Fig. 1: cell classes on the final placement
The bar under the picture is 100 um long.
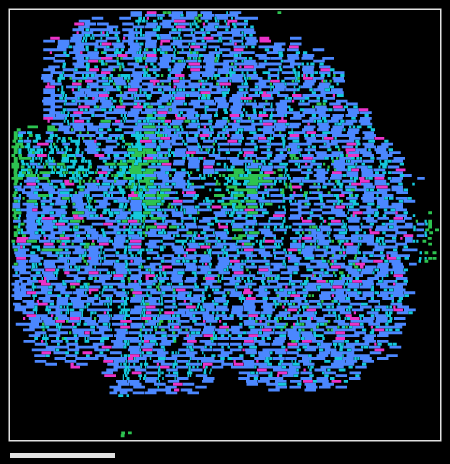
Fig. 2: logic cells by family
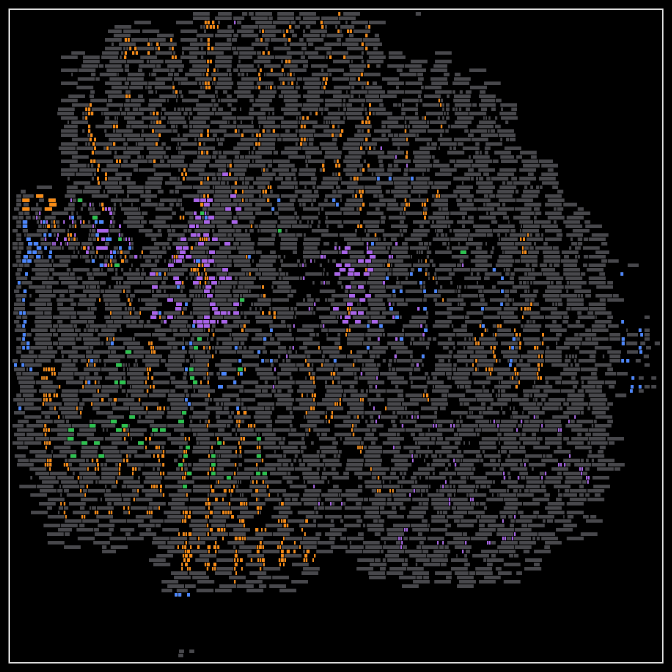
Fig. 3: sequential cells grouped by signal name
The bar under the picture is 100 um long. Other sequential cells in the stronger gray, the rest of the logic in the fainter gray.
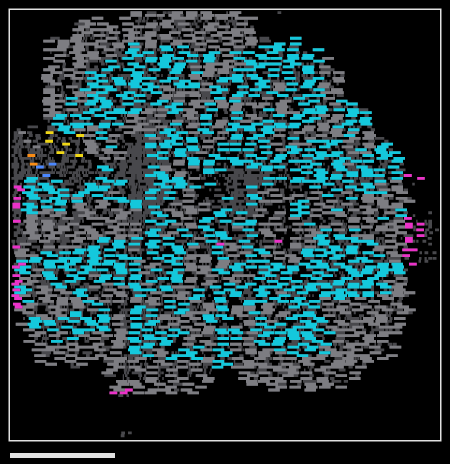
Fig. 4: congestion heat map
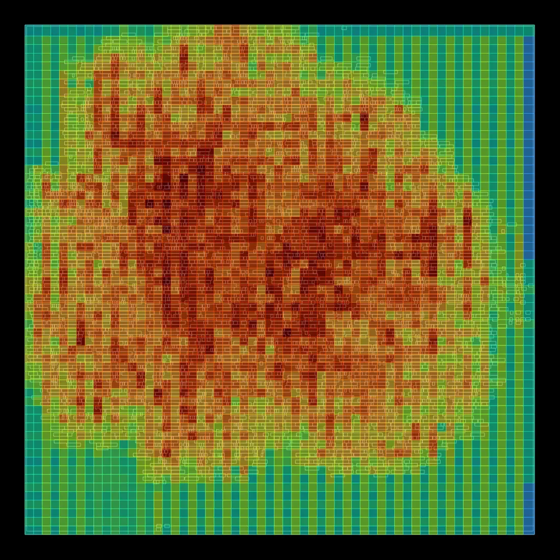
Fig. 5: clock network drawn from the DEF
The bar under the picture is 100 um long.
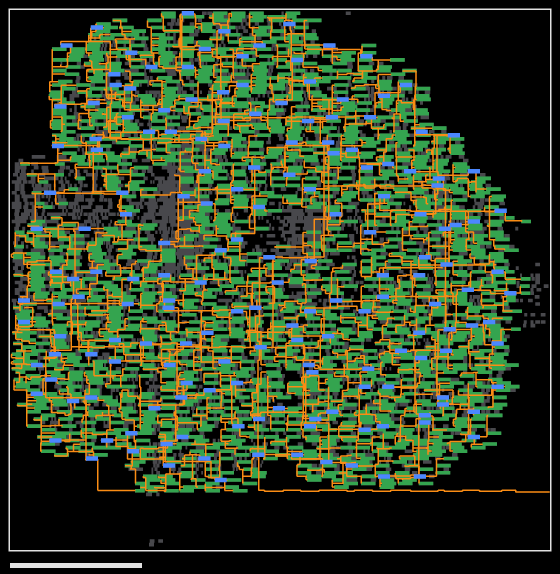
File: config.mk
export PLATFORM = sky130hd
export DESIGN_NAME = beam_thresh_sequencer
export DESIGN_NICKNAME = d
export VERILOG_FILES = /design/src/rtl/pueo_thresh_pkg.sv /design/src/rtl/thresh_shadow_ram.sv /design/src/rtl/beam_thresh_sequencer.sv
export SDC_FILE = /design/constraint.sdc
export NUM_CORES = 2
export LEC_CHECK = 0
export CORE_MARGIN = 1
export CORE_UTILIZATION = 42
export DETAILED_ROUTE_END_ITERATION = 10
export GPL_TIMING_DRIVEN = 0
export HOLD_SLACK_MARGIN = 0.08
export PLACE_DENSITY = 0.66
export SKIP_CTS_REPAIR_TIMING = 1
export SLEW_MARGIN = 20
export SYNTH_ARGS = -nofsm -noshare
export SYNTH_HDL_FRONTEND = slang
export SYNTH_SLANG_ARGS = --single-unit
File: constraint.sdc
create_clock -name clk_i -period 10 [get_ports clk_i]
set_input_delay 2.5 -clock clk_i [delete_from_list [all_inputs] [get_ports clk_i]]
set_output_delay 2.5 -clock clk_i [all_outputs]
set_load 0.03 [all_outputs]
File: src/rtl/pueo_thresh_pkg.sv
// Shared constants and state encoding for the beam threshold sequencer.
// NBEAMS is intentionally absent: the instantiating top owns the beam count.
package pueo_thresh_pkg;

    localparam int TBITS      = 18;
    localparam int GAP_CYCLES = 2;

    localparam logic [TBITS-1:0] DEFAULT_THRESH = 18'd4000;

    typedef enum logic [2:0] {
        ST_INIT   = 3'd0,
        ST_IDLE   = 3'd1,
        ST_READ   = 3'd2,
        ST_STREAM = 3'd3,
        ST_GAP    = 3'd4,
        ST_UPDATE = 3'd5
    } thresh_state_t;

endpackage

File: src/rtl/thresh_shadow_ram.sv
// Dual-bank (A/B) shadow threshold RAM: one write port with per-bank enables,
// one shared read port, read-first with a single cycle of read latency.
module thresh_shadow_ram #(
    parameter int DEPTH = 48,
    parameter int TBITS = 18,
    parameter int AW    = $clog2(DEPTH)
) (
    input  logic               clk_i,
    input  logic [1:0]         i_we,
    input  logic [AW-1:0]      i_waddr,
    input  logic [TBITS-1:0]   i_wdata,
    input  logic [AW-1:0]      i_raddr,
    output logic [2*TBITS-1:0] o_rdata
);

    logic [TBITS-1:0] r_memA [DEPTH];
    logic [TBITS-1:0] r_memB [DEPTH];

    // Same-address write and read in one cycle returns the old contents.
    always_ff @(posedge clk_i) begin
        if (i_we[0]) begin
            r_memA[i_waddr] <= i_wdata;
        end
        if (i_we[1]) begin
            r_memB[i_waddr] <= i_wdata;
        end
        o_rdata <= {r_memB[i_raddr], r_memA[i_raddr]};
    end

endmodule

File: src/rtl/beam_thresh_sequencer.sv
// Owns the per-beam A/B trigger thresholds and streams them into the
// beamformer cascade on command, finishing with one common update strobe.
module beam_thresh_sequencer #(
    parameter int                NBEAMS         = 48,
    parameter int                TBITS          = pueo_thresh_pkg::TBITS,
    parameter int                GAP_CYCLES     = pueo_thresh_pkg::GAP_CYCLES,
    parameter logic [TBITS-1:0]  DEFAULT_THRESH = pueo_thresh_pkg::DEFAULT_THRESH,
    parameter int                AW             = $clog2(NBEAMS)
) (
    input  logic               clk_i,
    input  logic               rst_i,
    input  logic               thr_wr_i,
    input  logic [AW-1:0]      thr_addr_i,
    input  logic               thr_sel_i,
    input  logic [TBITS-1:0]   thr_dat_i,
    output logic               thr_ready_o,
    input  logic               load_i,
    input  logic [1:0]         load_mask_i,
    output logic               busy_o,
    output logic               done_o,
    output logic               addr_err_o,
    output logic [2*TBITS-1:0] thresh_o,
    output logic [1:0]         thresh_wr_o,
    output logic [1:0]         thresh_update_o
);

    import pueo_thresh_pkg::*;

    localparam logic [AW:0]   LP_NBEAMS   = (AW+1)'(NBEAMS);
    localparam logic [AW-1:0] LP_LAST_IDX = AW'(NBEAMS - 1);
    localparam logic [AW-1:0] LP_GAP_LAST = AW'(GAP_CYCLES - 1);

    thresh_state_t r_state;
    thresh_state_t w_nextState;

    logic [AW-1:0]      r_idx;
    logic [AW-1:0]      w_nextIdx;
    logic [1:0]         r_mask;
    logic [1:0]         r_pendMask;
    logic               r_pending;
    logic               r_addrErr;

    logic               w_loadReq;
    logic               w_busy;
    logic               w_pendNow;
    logic [1:0]         w_pendMaskNow;
    logic               w_startLoad;
    logic               w_regWr;
    logic               w_addrOk;

    logic [1:0]         w_ramWe;
    logic [AW-1:0]      w_ramWaddr;
    logic [TBITS-1:0]   w_ramWdata;
    logic [AW-1:0]      w_ramRaddr;
    logic [2*TBITS-1:0] w_ramRdata;

    assign w_loadReq     = load_i && (load_mask_i != 2'b00);
    assign w_busy        = (r_state != ST_IDLE);
    assign w_pendMaskNow = r_pendMask | (w_loadReq ? load_mask_i : 2'b00);
    assign w_pendNow     = r_pending | (w_loadReq && w_busy);
    assign w_startLoad   = (w_nextState == ST_READ);
    assign w_regWr       = thr_wr_i && (r_state != ST_INIT);
    assign w_addrOk      = ({1'b0, thr_addr_i} < LP_NBEAMS);

    thresh_shadow_ram #(
        .DEPTH (NBEAMS),
        .TBITS (TBITS),
        .AW    (AW)
    ) u_ram (
        .clk_i   (clk_i),
        .i_we    (w_ramWe),
        .i_waddr (w_ramWaddr),
        .i_wdata (w_ramWdata),
        .i_raddr (w_ramRaddr),
        .o_rdata (w_ramRdata)
    );

    always_ff @(posedge clk_i) begin
        if (rst_i) begin
            r_state <= ST_INIT;
        end else begin
            r_state <= w_nextState;
        end
    end

    // r_idx is shared: INIT fill address, STREAM beam index, GAP counter.
    always_comb begin
        w_nextState = r_state;
        w_nextIdx   = r_idx;
        case (r_state)
            ST_INIT: begin
                w_nextIdx = r_idx + AW'(1);
                if (r_idx == LP_LAST_IDX) begin
                    w_nextIdx   = '0;
                    w_nextState = w_pendNow ? ST_READ : ST_IDLE;
                end
            end
            ST_IDLE: begin
                if (w_loadReq) begin
                    w_nextState = ST_READ;
                end
            end
            ST_READ: begin
                w_nextState = ST_STREAM;
                w_nextIdx   = LP_LAST_IDX;
            end
            ST_STREAM: begin
                if (r_idx == '0) begin
                    w_nextState = ST_GAP;
                end else begin
                    w_nextIdx = r_idx - AW'(1);
                end
            end
            ST_GAP: begin
                w_nextIdx = r_idx + AW'(1);
                if (r_idx == LP_GAP_LAST) begin
                    w_nextIdx   = '0;
                    w_nextState = ST_UPDATE;
                end
            end
            ST_UPDATE: begin
                w_nextState = w_pendNow ? ST_READ : ST_IDLE;
            end
            default: begin
                w_nextState = ST_INIT;
                w_nextIdx   = '0;
            end
        endcase
    end

    // Loads requested while busy coalesce into one pending load whose mask
    // is the OR of every request seen since the previous load started.
    always_ff @(posedge clk_i) begin
        if (rst_i) begin
            r_idx      <= '0;
            r_mask     <= '0;
            r_pending  <= 1'b0;
            r_pendMask <= '0;
            r_addrErr  <= 1'b0;
        end else begin
            r_idx <= w_nextIdx;
            if (w_startLoad) begin
                r_mask     <= w_pendMaskNow;
                r_pending  <= 1'b0;
                r_pendMask <= '0;
            end else if (w_loadReq && w_busy) begin
                r_pending  <= 1'b1;
                r_pendMask <= w_pendMaskNow;
            end
            if (w_regWr && !w_addrOk) begin
                r_addrErr <= 1'b1;
            end
        end
    end

    always_comb begin
        thr_ready_o     = (r_state != ST_INIT);
        busy_o          = w_busy;
        done_o          = (r_state == ST_UPDATE);
        addr_err_o      = r_addrErr;
        thresh_o        = '0;
        thresh_wr_o     = 2'b00;
        thresh_update_o = 2'b00;
        w_ramWe         = 2'b00;
        w_ramWaddr      = r_idx;
        w_ramWdata      = DEFAULT_THRESH;
        w_ramRaddr      = '0;

        if (r_state == ST_INIT) begin
            w_ramWe = 2'b11;
        end else if (w_regWr && w_addrOk) begin
            w_ramWe    = thr_sel_i ? 2'b10 : 2'b01;
            w_ramWaddr = thr_addr_i;
            w_ramWdata = thr_dat_i;
        end

        // Reads run one beam ahead so the stream has no bubbles.
        if (r_state == ST_READ) begin
            w_ramRaddr = LP_LAST_IDX;
        end else if (r_state == ST_STREAM && r_idx != '0) begin
            w_ramRaddr = r_idx - AW'(1);
        end

        if (r_state == ST_STREAM) begin
            thresh_wr_o = r_mask;
            thresh_o    = {r_mask[1] ? w_ramRdata[2*TBITS-1:TBITS] : {TBITS{1'b0}},
                           r_mask[0] ? w_ramRdata[TBITS-1:0]       : {TBITS{1'b0}}};
        end

        if (r_state == ST_UPDATE) begin
            thresh_update_o = r_mask;
        end
    end

endmodule
==> datasheet_impl.txt <==
Table: implementation figures

Parameter                              Value

Finish
  Layout net count .................. between 4000 and 5000
  Ratio of cells with drive above 1 in the final layout .................. ~18%
  Synthesis-to-finish area growth .................. 17.53%
  Count of fill cells added during filler insertion .................. 13720
  Area of the multi-input gates .................. 16000 um2

Setup path
  Worst reg2reg endpoint .................. u_ram.o_rdata[3]
  Start point of the critical path .................. r_state[0]
  Length in cells of the worst reg-to-reg path .................. 12
  Worst setup path end .................. thresh_o[29]
  Longest individual stage delay on the worst path .................. between 700 and 800 ps
  Buffers and inverters on the worst path .................. 6
  Most Frequent Cell on Critical Path .................. clkbuf_1
  Worst-path cell chain .................. clkbuf_1, clkbuf_1, and3_1, clkbuf_2, buf_16, clkbuf_1, and2_1, clkdlybuf4s50_1
  Worst EP required .................. around 7500 ps
  Slowest cell on the critical path .................. clkdlybuf4s50_1
  Number of gates on the worst path with buffers counted .................. 8
  Worst setup path class .................. reg2out
  R2r startpoint .................. r_idx[0]
  Register-to-register setup slack .................. 3750 ps
  Kind of launch point of the worst setup path .................. register

Die
  Core area .................. around 160000 um2
  Die ar. .................. 167300 um2
  Number of placed I/O pins .................. 75
  Floorplan utilization .................. a little over two fifths
  DIE WIDTH .................. about 410 um
  Die Y-Extent .................. about 410 um
  Core Rows .................. roughly 150

Place
  Pre-CTS setup slack .................. 2672 ps
  IO Port Bufs .................. about 74
  Area of placed instances .................. about 76000 um2
  Final weighted congestion in routability-driven placement .................. approximately 1.1

Global routing
  Number of antenna violations at the first check in global routing .................. 21
  Total global routing overflow .................. 0
  GR Util All Layers .................. ~30%
  Vias in the first global route .................. approximately 44000

Outcome
  Outcome .................. completed

Synthesis
  Syn avg cell area .................. 15.52 um2
  Number of flops mapped to enable cells by yosys .................. 1728
  Share of cell area taken by muxes after synthesis .................. under 10%
  Synth warn .................. 0
  Gate count of the mapped netlist .................. 4485
  Netlist area before placement .................. between 60000 and 70000 um2
  Share of synthesized registers carrying an async set or reset .................. 0%
  Synthesized-area fraction occupied by xor and xnor cells .................. 0.02517%
  AND-OR/OR-AND Cells, Area Fraction .................. around a tenth
  Yosys chip area .................. slightly below 70000 um2

Clock network
  Cell at the root of the clock tree .................. clkbuf_16
  Clock tree buffer depth .................. 3
  Number of H-tree levels .................. 4
  CTS tree .................. built
  Clock input transition at the sequential cells of the worst setup and hold paths .................. roughly 70 ps

Route
  DRC marker count from the first detailed-route iteration .................. ~8500
  Wire length reported by the detailed router .................. around 260000 um
  Count of vias placed by the detailed router .................. between 40000 and 50000
  Number of search-and-repair iterations in the first detailed-routing pass .................. 8
  Routed len/inst .................. between 30 and 40 um
  DR vias/cell .................. around 6.5

Timing
  Crit share post-route .................. about 74%
  Final Slew Violations .................. 0
  Maximum clock frequency .................. approximately 140 MHz
  Least setup slack across all paths after layout .................. 2648 ps
  Hold WS .................. between 400 and 500 ps
  RSZ-0062 raised after global routing .................. no
  Max_slew headroom .................. 9.388%
  Setup TNS Final .................. 0 ps
  Time the worst path needs with I/O delays and setup .................. approximately 7400 ps

Power
  Peak VDD IR .................. about 0.22 mV
  Power density over the cells .................. between 150 and 200 nW/um2
  Leakage component of the power .................. approximately 27 nW

Run
  Stage-log warning count .................. 32
About Fig. 1:
flip-flops: drawn in blue, cells 1779. other buffers and delay cells: drawn in green, cells 498. clock drivers and dummy loads: drawn in magenta, cells 317. all other logic: drawn in cyan, cells 2372.
post-layout utilization of the core: 49.63%
flip-flop and latch share of the layout cell area: 64.68%

About Fig. 2:
AND-OR and OR-AND gates: drawn in green, cells 48, most used o221a_2. NAND gates: drawn in orange, cells 735, most used nand2_1. NOR gates: drawn in purple, cells 251, most used nor2_1. AND and OR gates: drawn in blue, cells 127, most used and2_1, where a band across the middle.
leading cell type in the layout, fill and taps excluded: edfxtp_1
Final Non-Filler Cells: 7173
share of cell area taken by multi-input logic gates: 19.57%

About Fig. 3:
u_ram.o_rdata: drawn in magenta, flops 36. r_mask: drawn in orange, flops 2. u_ram.r_memB: drawn in cyan, flops 864. r_idx: drawn in yellow, flops 6. r_state: drawn in blue, flops 3.
Another 868 sequential cells are not colored.
sequential logic power: 0.00813 W
Register Area: 52910 um2

About Fig. 4:
met2 track demand over resource in global routing: 43.10%
layer with the highest usage after global routing: met2

About Fig. 5:
cells driving clock nets: drawn in blue, count 175. clock wires: drawn in orange, length 20.2 mm. flip-flops: drawn in green, count 1779.
There are 176 routed clock nets.
Clock Latency Late Sink: 840 ps
Worst Clk Skew: 51.80 ps
clock power share: 43.9%
power drawn by the clock network: 0.00655 W

==> synth_stat cells (22+ instances only) <==
library cell / instances / area, um2
edfxtp_1: 1728 / 51890
nand2_1: 389 / 1460
nand3_1: 287 / 1436
nor2_1: 223 / 837.1
mux2_2: 218 / 2455
clkbuf_1: 186 / 698.2
o22ai_1: 176 / 1101
o221ai_1: 172 / 1506
o21ai_0: 155 / 775.7
buf_2: 107 / 535.5
mux2i_1: 92 / 920.9
a211oi_1: 74 / 555.5
a21oi_1: 70 / 350.3
and2_1: 53 / 331.6
dfxtp_1: 51 / 1021
nand4_1: 47 / 294.0
a31oi_1: 40 / 250.2
o32ai_1: 38 / 332.8
and3_1: 36 / 225.2
o21ai_1: 29 / 145.1
buf_1: 22 / 82.58
==> how the worst min path moves through the flow <==
| stage | startpoint | to | slack [ps] | cells past startpoint |
|---|---|---|---|---|
| finish | addr_err_o | addr_err_o | 480 | 2 |
| global placement | r_pendMask[1] | r_pendMask[1] | 450 | 2 |
| CTS | r_pendMask[0] | r_pendMask[0] | 480 | 2 |
| detailed placement | r_pendMask[0] | r_pendMask[0] | 460 | 2 |
| global route | addr_err_o | addr_err_o | 510 | 2 |
| floorplan | r_pendMask[0] | r_pendMask[0] | 440 | 2 |
==> routing by layer <==
| metal | GRT usage [%] | part of all wire [%] | wire length [um] |
|---|---|---|---|
| met1 | 40.05 | 36 | 93350 |
| met2 | 43.10 | 42 | 108800 |
| met3 | 11.71 | 16 | 40410 |
| met4 | 16.14 | 6.2 | 16190 |
| met5 | 0.08621 | 0.16 | 414 |
==> state kept, by name (all words and copies together), names as in the netlist <==
name and flops:
r_state 3, r_pendMask 2, r_idx 6, r_mask 2, u_ram.o_rdata 36, r_pending 1, u_ram.r_memA 864, u_ram.r_memB 864
addr_err_o 1
==> kinds of logic (layout without fill, tap and decap cells) <==
| kind of cell | after synthesis | after routing |
|---|---|---|
| adders and majority gates | 4 | 4 |
| and+or+nand+nor | 1113 | 1113 |
| AOI/OAI and AO/OA | 925 | 925 |
| muxes | 317 | 317 |
| buffers and inverters | 345 | 826 |
| xor gates and xnor gates | 2 | 2 |
| DFF | 1779 | 1779 |
| other | 0 | 18 |
==> area by class of cell <==
class	count	share of cell area, %
sequential	1779	64.68
multi-input combinational	2361	19.57
clock buffer	224	5.764
timing repair buffer	164	3.633
tap	2189	3.348
buffer	334	1.825
clock inverter	93	1.075
antenna	18	0.05507
inverter	11	0.05048
==> worst register-to-register path, stage by stage, from the launching register on <==
cell and delay (ps):
dfxtp_1 380, buf_2 260, inv_1 100, ha_1 430, and2_0 300, a21oi_2 790, and2_1 280, buf_2 570
clkbuf_1 880, o221ai_1 350, mux2i_1 370, o22ai_1 400, a211oi_1 960
==> where the power goes <==
part           switching, W  internal, W  total (W)
Combinational      0.000182    0.0000734   0.000255
Sequential        0.0000145      0.00811    0.00813
Clock               0.00292      0.00363    0.00655
Total               0.00312       0.0118     0.0149
==> metrics by stage <==
stage	power, W	utilization (%)	cells
5_1_grt	0.01518	49.61	7156
6_report	0.01493	49.63	7173
4_1_cts	0.01489	49.58	7155
3_5_place_dp	0.008522	46.19	6838
3_3_place_gp	0.008476	44.34	6748
2_1_floorplan	0.008364	-	4485
Power is estimated from default activity; no workload was simulated.
